--- src/rtl/des_key_schedule_if.sv ---
// Request/response bundle between the DES round sequencer (master) and the key schedule (slave).
interface des_key_schedule_if;
    logic        iLd;
    logic        iKg;
    logic        decrypt;
    logic [63:0] key;
    logic [47:0] rKey;
    logic [4:0]  round;
    logic        fLd;
    logic        fKg;
    logic        fDone;

    modport master (
        output iLd, iKg, decrypt, key,
        input  rKey, round, fLd, fKg, fDone
    );

    modport slave (
        input  iLd, iKg, decrypt, key,
        output rKey, round, fLd, fKg, fDone
    );
endinterface

--- src/rtl/des_key_schedule.sv ---
// DES key schedule: PC-1 on load, then one rotated/PC-2 round key per request,
// in encryption (K1..K16) or decryption (K16..K1) order.
module des_key_schedule (
    input  logic              clk,
    input  logic              rst,
    des_key_schedule_if.slave bus
);
    typedef enum logic [1:0] {IDLE, READY, DONE} state_t;

    localparam int unsigned PC1_TBL [56] = '{
        57, 49, 41, 33, 25, 17,  9,  1, 58, 50, 42, 34, 26, 18,
        10,  2, 59, 51, 43, 35, 27, 19, 11,  3, 60, 52, 44, 36,
        63, 55, 47, 39, 31, 23, 15,  7, 62, 54, 46, 38, 30, 22,
        14,  6, 61, 53, 45, 37, 29, 21, 13,  5, 28, 20, 12,  4
    };

    localparam int unsigned PC2_TBL [48] = '{
        14, 17, 11, 24,  1,  5,  3, 28, 15,  6, 21, 10,
        23, 19, 12,  4, 26,  8, 16,  7, 27, 20, 13,  2,
        41, 52, 31, 37, 47, 55, 30, 40, 51, 45, 33, 48,
        44, 49, 39, 56, 34, 53, 46, 42, 50, 36, 29, 32
    };

    // Table entries are 1-based DES bit numbers counted from the MSB.
    function automatic logic [55:0] pc1(input logic [63:0] k);
        logic [55:0] o;
        o = '0;
        for (int unsigned i = 0; i < 56; i++) begin
            o[6'(55 - i)] = k[6'(64 - PC1_TBL[i])];
        end
        return o;
    endfunction

    function automatic logic [47:0] pc2(input logic [55:0] cd);
        logic [47:0] o;
        o = '0;
        for (int unsigned i = 0; i < 48; i++) begin
            o[6'(47 - i)] = cd[6'(56 - PC2_TBL[i])];
        end
        return o;
    endfunction

    function automatic logic [27:0] rot(input logic [27:0] v, input logic right,
                                        input logic [1:0] amt);
        logic [27:0] o;
        case ({right, amt})
            3'b001:  o = {v[26:0], v[27]};
            3'b010:  o = {v[25:0], v[27:26]};
            3'b101:  o = {v[0], v[27:1]};
            3'b110:  o = {v[1:0], v[27:2]};
            default: o = v;
        endcase
        return o;
    endfunction

    state_t      r_state;
    state_t      w_state_nxt;
    logic [27:0] r_c;
    logic [27:0] r_d;
    logic        r_mode;
    logic [4:0]  r_cnt;
    logic [47:0] r_rkey;
    logic        r_fld;
    logic        r_fkg;
    logic [4:0]  w_r;
    logic [1:0]  w_amt;
    logic [27:0] w_c_rot;
    logic [27:0] w_d_rot;
    logic        w_gen;

    // Decryption walks the encryption rotations backwards: K16 uses C0/D0 unshifted.
    always_comb begin
        w_r   = r_cnt + 5'd1;
        w_amt = 2'd2;
        if (!r_mode) begin
            if (w_r == 5'd1 || w_r == 5'd2 || w_r == 5'd9 || w_r == 5'd16) w_amt = 2'd1;
        end else begin
            if (w_r == 5'd1) w_amt = 2'd0;
            else if (w_r == 5'd2 || w_r == 5'd9 || w_r == 5'd16) w_amt = 2'd1;
        end
        w_c_rot = rot(r_c, r_mode, w_amt);
        w_d_rot = rot(r_d, r_mode, w_amt);
    end

    always_comb begin
        w_state_nxt = r_state;
        w_gen       = 1'b0;
        if (bus.iLd) begin
            w_state_nxt = READY;
        end else if (r_state == READY && bus.iKg) begin
            w_gen = 1'b1;
            if (w_r == 5'd16) w_state_nxt = DONE;
        end
    end

    always_ff @(posedge clk) begin
        if (rst) r_state <= IDLE;
        else     r_state <= w_state_nxt;
    end

    always_ff @(posedge clk) begin
        if (rst) begin
            r_c    <= '0;
            r_d    <= '0;
            r_mode <= 1'b0;
            r_cnt  <= '0;
            r_rkey <= '0;
            r_fld  <= 1'b0;
            r_fkg  <= 1'b0;
        end else begin
            r_fld <= 1'b0;
            r_fkg <= 1'b0;
            if (bus.iLd) begin
                {r_c, r_d} <= pc1(bus.key);
                r_mode     <= bus.decrypt;
                r_cnt      <= '0;
                r_rkey     <= '0;
                r_fld      <= 1'b1;
            end else if (w_gen) begin
                r_c    <= w_c_rot;
                r_d    <= w_d_rot;
                r_rkey <= pc2({w_c_rot, w_d_rot});
                r_cnt  <= w_r;
                r_fkg  <= 1'b1;
            end
        end
    end

    assign bus.rKey  = r_rkey;
    assign bus.round = r_cnt;
    assign bus.fLd   = r_fld;
    assign bus.fKg   = r_fkg;
    assign bus.fDone = (r_state == DONE);
endmodule

--- src/flat_wrapper.sv ---
// flat-port wrapper written by rule: the top's interface ports become plain ports
module des_key_schedule_flat 
  (clk, rst, bus_iLd, bus_iKg, bus_decrypt, bus_key, bus_rKey, bus_round, bus_fLd, bus_fKg, bus_fDone);
  des_key_schedule_if bus_i ();
  input  logic clk;
  input  logic rst;
  input wire logic [$bits(bus_i.iLd)-1:0] bus_iLd;
  input wire logic [$bits(bus_i.iKg)-1:0] bus_iKg;
  input wire logic [$bits(bus_i.decrypt)-1:0] bus_decrypt;
  input wire logic [$bits(bus_i.key)-1:0] bus_key;
  output wire logic [$bits(bus_i.rKey)-1:0] bus_rKey;
  output wire logic [$bits(bus_i.round)-1:0] bus_round;
  output wire logic [$bits(bus_i.fLd)-1:0] bus_fLd;
  output wire logic [$bits(bus_i.fKg)-1:0] bus_fKg;
  output wire logic [$bits(bus_i.fDone)-1:0] bus_fDone;
  assign bus_i.iLd = bus_iLd;
  assign bus_i.iKg = bus_iKg;
  assign bus_i.decrypt = bus_decrypt;
  assign bus_i.key = bus_key;
  assign bus_rKey = bus_i.rKey;
  assign bus_round = bus_i.round;
  assign bus_fLd = bus_i.fLd;
  assign bus_fKg = bus_i.fKg;
  assign bus_fDone = bus_i.fDone;
  des_key_schedule u_core (.clk(clk), .rst(rst), .bus(bus_i));
endmodule
--- config.mk ---
export PLATFORM = sky130hd
export DESIGN_NAME = des_key_schedule_flat
export DESIGN_NICKNAME = d
export VERILOG_FILES = /design/src/rtl/des_key_schedule_if.sv /design/src/rtl/des_key_schedule.sv /design/src/flat_wrapper.sv
export SDC_FILE = /design/constraint.sdc
export NUM_CORES = 1
export LEC_CHECK = 0
export ABC_CLOCK_PERIOD_IN_PS = 5100
export CORE_UTILIZATION = 35
export DETAILED_ROUTE_END_ITERATION = 16
export SLEW_MARGIN = 10
export SYNTH_ARGS = -nofsm -noshare
export SYNTH_HDL_FRONTEND = slang
export SYNTH_SLANG_ARGS = --single-unit
--- constraint.sdc ---
create_clock -name clk -period 5.1 [get_ports clk]
set_clock_uncertainty 0.1 [all_clocks]
set_input_delay 1.275 -clock clk [delete_from_list [all_inputs] [get_ports clk]]
set_output_delay 1.275 -clock clk [all_outputs]
set_load 0.02 [all_outputs]
Fig. 1: run 1, logic cells by family
Scale: 3 px per um.
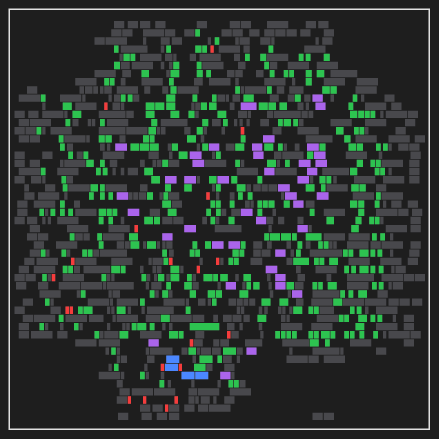
| family | color | cells |
|---|---|---|
| mux cells | purple | 42 |
| fa/ha/maj cells | blue | 4 |
| aoi and oai cells | green | 323 |
| inv cells | red | 20 |
Final Non-Filler Cells: 1175
most frequent standard cell in the layout excluding fill and tap cells: sky130_fd_sc_hd__nand2_1
Comb/total area: 46.6%

Fig. 2: run 1, sequential cells colored by netlist name
Scale: 3 px per um. Other sequential cells in the stronger gray, the rest of the logic in the fainter gray.
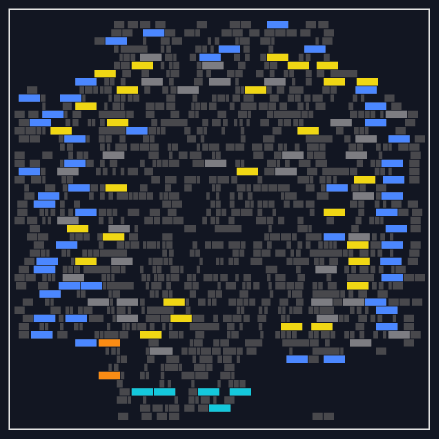
| signal | color | flops |
|---|---|---|
| `u_core.r_d` | yellow | 28 |
| `u_core.r_state` | orange | 2 |
| `u_core.bus.round` | cyan | 5 |
| `u_core.bus.rKey` | blue | 48 |
not colored: 31
flip-flop and latch area: 2280 sq um
flip-flop and latch power: 0.00102 W
utilization of the core after routing: 46.3%

Fig. 3: run 1, a small window of the routed layout
Region (50, 78) to (90, 118) um. Cells in gray, sequential cells in the stronger gray; small squares are vias.
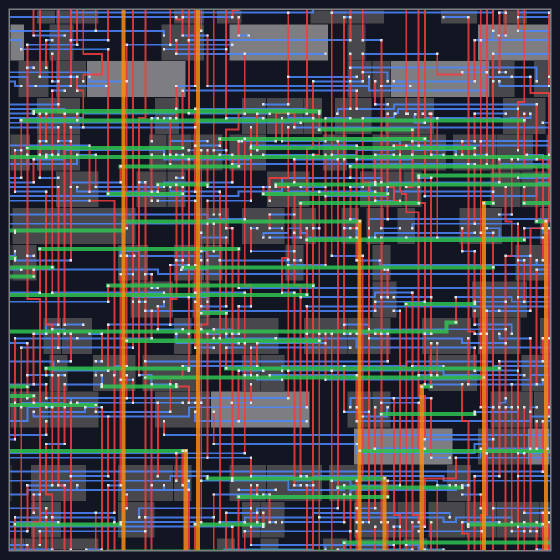
| layer | color |
|---|---|
| M4 | orange |
| M2 | red |
| M3 | green |
| M1 | blue |
sequential cells in the window: 6
netlist names of flops here include: `u_core.r_c` (4), `u_core.r_d` (2)
most frequent: nor2_1 (14), o21ai_0 (7), o22ai_1 (7)
cells with their middle in the window: 97

==> run notes, run 1 <==
run metrics: initial detailed-routing violation count 648, router iterations before antenna repair 7, kind of cell adding the most delay to the critical path AND-OR/OR-AND gates, biggest cell delay along the critical path 610 ps, cell area after layout between 8000 and 9000 sq um, Seq/total area a little over a quarter, Worst R2R End u_core.bus.rKey[22]$_SDFFE_PP0P_, number of max-slew violations in the final report 0, Placed Cells 1146, instance area after placement roughly 7900 sq um, hold endpoint u_core.bus.rKey[0]$_SDFFE_PP0P_, I/O Pins 125, commonest non-fill, non-tap cells in the layout sky130_fd_sc_hd__nand2_1 (118), sky130_fd_sc_hd__clkdlybuf4s50_1 (115), sky130_fd_sc_hd__dfxtp_1 (113), CTS sink count 114, number of flip-flops and latches in the synthesized netlist about 110, r2r setup slk 1130 ps, Int Power 0.00181 W, yosys stat chip area 6620 sq um, drt via density 6.10, power share of the sequential group 40.5%, via count of the first global-routing pass 6558, Worst Reg2Reg Path Length in Cells 8, cell with the largest stage delay on the worst path sky130_fd_sc_hd__nand2_2, master cell of the clock root buffer sky130_fd_sc_hd__clkbuf_16, relative area change from synthesis to final layout 27.9%, startpoint of the lowest-slack hold path u_core.bus.rKey[0]$_SDFFE_PP0P_, final global-route overflow total 0, share of layout cells above drive strength 1 9.51%, compound-cell area share of the yosys netlist 35.2%, total via count in the routed design 7163, number of warnings issued by yosys 0, leakage power roughly 3.0 nW, Post-Syn Area 6620 sq um, Tcrit/Tclk final between 70% and 80%, count of buffers not belonging to the clock network in the layout 138, result of the run finished clean, antenna viol nets, final 0, achievable clock frequency 252 MHz, largest fanout on the critical path 37, worst hold slack 350 ps, Crit. path cell count 8, minimum clock period after layout 3970 ps, average footprint of a synthesized cell just under 8 sq um, Avg WL per Cell about 21 um, worst setup path category flip-flop to flip-flop, number of CTS-inserted buffers 17, switching pwr 0.000699 W, reported max-cap violation count 0, total area of multi-input combinational cells 3950 sq um, maximum count of clock buffers along a single path 2, standard-cell row count between 40 and 50, clock transition at the registers of the reported paths roughly 50 ps, type of element launching the critical path flip-flop, detailed placer's ending HPWL approximately 18000 um, Logic pwr share 14.5%, count of hold-fix buffers inserted at cts 0, RSZ-0062 raised after global routing no, number of antenna violations at the first check in global routing 0, Starting Density 36.2%, r2r startpoint u_core.bus.round[0]$_SDFFE_PP0P_, Sw Ratio 27.9%, mux frac, synth ~6.8%, largest non-sequential cell family by area AND-OR/OR-AND gates, Port-buffer cells about 120, Post CTS Setup Buffer Count 0, detailed-route wire length between 20000 and 30000 um, Tapcell Cnt about 230, Tightest Hold Check Type flip-flop to flip-flop, number of fill cells 1869, hold violation total from the final report 0
-- run 1: power groups by stage --
stage                     clock [W]  sequential (W)  combinational [W]
after floorplan                   0        0.000994           0.000220
after global placement            0         0.00103           0.000357
after detailed placement          0         0.00103           0.000358
after CTS                   0.00114         0.00101           0.000360
after global routing        0.00119         0.00102           0.000393
final                       0.00113         0.00102           0.000364
-- run 1: Yosys cell counts (11+ instances only) --
cell / count / area share, %
sky130_fd_sc_hd__a211oi_1: 12 / 1.4
sky130_fd_sc_hd__a21oi_1: 84 / 6.4
sky130_fd_sc_hd__a221oi_1: 22 / 2.9
sky130_fd_sc_hd__a22o_1: 11 / 1.5
sky130_fd_sc_hd__a311oi_1: 12 / 1.6
sky130_fd_sc_hd__a31oi_1: 13 / 1.2
sky130_fd_sc_hd__and3_1: 24 / 2.3
sky130_fd_sc_hd__clkbuf_1: 56 / 3.2
sky130_fd_sc_hd__dfxtp_1: 114 / 34
sky130_fd_sc_hd__inv_1: 20 / 1.1
sky130_fd_sc_hd__mux2_2: 19 / 3.2
sky130_fd_sc_hd__mux2i_1: 19 / 2.9
sky130_fd_sc_hd__nand2_1: 118 / 6.7
sky130_fd_sc_hd__nor2_1: 48 / 2.7
sky130_fd_sc_hd__nor3_1: 14 / 1.1
sky130_fd_sc_hd__o21ai_0: 90 / 6.8
sky130_fd_sc_hd__o21ai_1: 11 / 0.83
sky130_fd_sc_hd__o22ai_1: 35 / 3.3
-- run 1: routing by layer --
layer  track usage, %  share of wire (%)  wire length (um)
met5                0                  0                 0
met4             10.9                3.1               772
met3             6.47                8.9              2250
met2             37.4                 42             10600
met1             36.4                 46             11600
==> run 2: changes to the inputs <==
- ABC_CLOCK_PERIOD_IN_PS: 5100 -> 3280
- clock period: 5.1 -> 3.28 ns (I/O delays scaled with it)
==> run 2 against run 1 <==
- global-route usage up 1.6 points
- critical path depth is 2 higher
- first-iteration DRC count up 14%
- design area rose by 4.5%
- flip-flop count unchanged
- synthesized area unchanged
- power grew 68%
- worst hold slack got worse by 6.4 ps
- register-to-register slack lost 990 ps
- die size is the same
==> run notes, run 2 <==
run metrics: number of CTS-inserted buffers 17, startpoint of the lowest-slack hold path u_core.bus.rKey[29]$_SDFFE_PP0P_, result of the run finished clean, Port-buffer cells 116, commonest non-fill, non-tap cells in the layout sky130_fd_sc_hd__nand2_1 (118), sky130_fd_sc_hd__clkdlybuf4s50_1 (115), sky130_fd_sc_hd__dfxtp_1 (113), hold endpoint u_core.bus.rKey[29]$_SDFFE_PP0P_, Starting Density 36.2%, minimum clock period after layout roughly 3100 ps, reported max-cap violation count 0, kind of cell adding the most delay to the critical path AND-OR/OR-AND gates, average footprint of a synthesized cell 7.76 sq um, router iterations before antenna repair 5, most frequent standard cell in the layout excluding fill and tap cells sky130_fd_sc_hd__nand2_1, RSZ-0062 raised after global routing no, initial detailed-routing violation count 738, number of warnings issued by yosys 0, maximum count of clock buffers along a single path 2, yosys stat chip area 6620 sq um, Worst Reg2Reg Path Length in Cells 10, count of hold-fix buffers inserted at cts 0, final global-route overflow total 0, detailed placer's ending HPWL 18900 um, I/O Pins 125, GP Congestion 0.977, number of flip-flops and latches in the synthesized netlist 114, via count of the first global-routing pass 6761, type of element launching the critical path flip-flop, r2r setup slk 150 ps, Tightest Hold Check Type flip-flop to flip-flop, biggest cell delay along the critical path 520 ps, Top cell area share 34.5%, library cell with the highest instance count after synthesis sky130_fd_sc_hd__nand2_1, r2r startpoint u_core.bus.round[1]$_SDFFE_PP0P_, number of fill cells 1849, number of max-slew violations in the final report 0, number of antenna violations at the first check in global routing 0, global-route wire length before repair 40600 um, share of layout cells above drive strength 1 12.6%, Worst R2R End u_core.bus.rKey[31]$_SDFFE_PP0P_, cell with the largest stage delay on the worst path sky130_fd_sc_hd__a2111oi_1, leakage power 3.20 nW, largest fanout on the critical path 23, library cell occupying the most area in the post-synthesis netlist sky130_fd_sc_hd__dfxtp_1, worst setup path category flip-flop to flip-flop, leading post-synthesis cells by instance count sky130_fd_sc_hd__nand2_1 (118), sky130_fd_sc_hd__dfxtp_1 (114), sky130_fd_sc_hd__o21ai_0 (90), standard-cell row count 49, drt via density 6.05, master cell of the clock root buffer sky130_fd_sc_hd__clkbuf_16, Tcrit/Tclk final 95.5%, clock transition at the registers of the reported paths 60 ps, instance area after placement approximately 8200 sq um, antenna viol nets, final 0, Placed Cells 1175, Post-Syn Area between 6000 and 7000 sq um, Slew @ Worst Pin 1150 ps, cell area after layout around 8800 sq um, achievable clock frequency 319 MHz, Final Non-Filler Cells 1207, CTS sink count around 110, hold violation total from the final report 0
[run 2: stage by stage]
step | hold WS (ps) | setup slack, ps | util, %
3_5_place_dp | 341 | 143 | 44.9
5_1_grt | 365 | 0.780 | 48.4
2_1_floorplan | 366 | 395 | -
6_report | 343 | 147 | 48.4
4_1_cts | 349 | 146 | 48.3
3_3_place_gp | 336 | 169 | 44.9
[run 2: cell families (layout without fill, tap and decap cells)]
logic type      after synthesis  after routing  synth area share (%)
xor+xnor                      4              4                 0.643
flops                       114            114                  34.5
buf+inv                      94            219                  5.92
simple gates                238            238                  16.2
mux                          42             42                  6.84
fa+ha+maj                     4              4                 0.756
compound gates              357            357                  35.2
[run 2: final cells by class]
| class | count | area (sq um) | area share (%) |
|---|---|---|---|
| Multi-Input combinational cell | 645 | 3960 | 44.8 |
| Sequential cell | 114 | 2280 | 25.8 |
| Timing Repair Buffer | 167 | 1600 | 18.1 |
| Clock buffer | 20 | 457 | 5.16 |
| Tap cell | 229 | 287 | 3.24 |
| Clock inverter | 12 | 180 | 2.04 |
| Inverter | 20 | 75.1 | 0.849 |
[run 2: layer usage]
layer,GRT usage (%),vias up,part of all wire (%)
met5,0,-,0
met1,39.1,3442,47
met4,11.6,0,3.0
met3,5.06,59,7.4
met2,40.4,365,42
li1,-,3434,-
[run 2: timing repair]
action / CTS / global route
endpoints found under the setup margin: 0 / 30
resized: 0 / 2
buffers inserted: 0 / 0
[run 2: report_power, final]
part / switching, W / leakage, nW / internal, W
Sequential: 0.000136 / 0.933 / 0.00145
Combinational: 0.000331 / 1.97 / 0.000268
Clock: 0.000709 / 0.295 / 0.00131
Fig. 4: run 2, a small window of the routed layout
Region (50, 78) to (90, 118) um. Cells in gray, sequential cells in the stronger gray; small squares are vias.
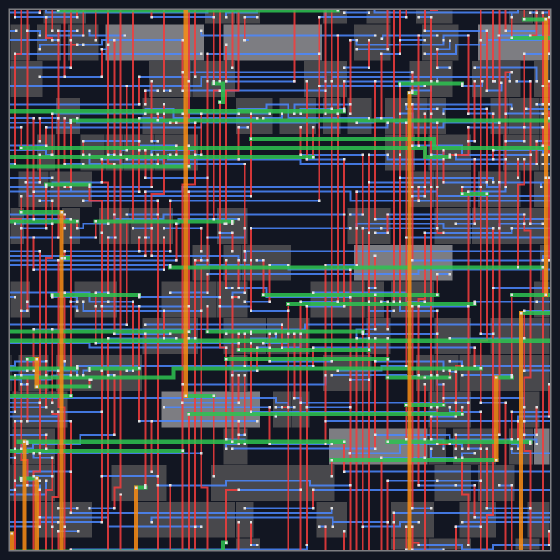
| layer | color |
|---|---|
| M3 | green |
| M1 | blue |
| M2 | red |
| M4 | orange |
netlist names of flops here include: `u_core.r_c` (5), `u_core.r_d` (1)
most frequent: nor2_1 (14), a221oi_1 (8)
cells with their middle in the window: 93
sequential cells in the window: 6

Fig. 5: run 2, track usage over the die
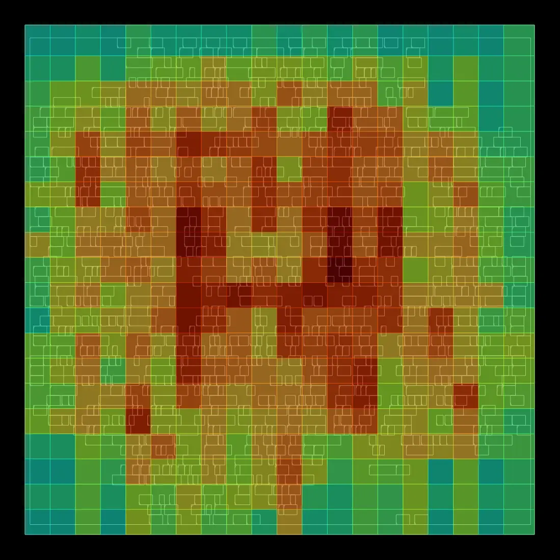
utilization of the core after routing: 48.4%
Avg WL per Cell: 22.1 um

Fig. 6: run 2, signal wires on met2
Scale: 2 px per um.
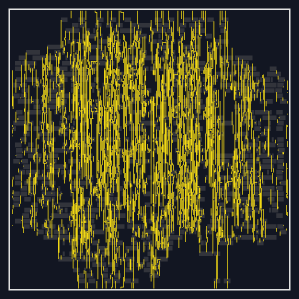
longest straight run: 84.8 um
main direction: vertical
wire length on this layer: 11300 um
share of all routed wire: 42%
nets with wire on the layer: 780
detailed-route wire length: 26600 um
met2 global-route usage: 40.4%
total via count in the routed design: 7300

Power figures rest on the tool's default switching activity, not on a simulated workload.
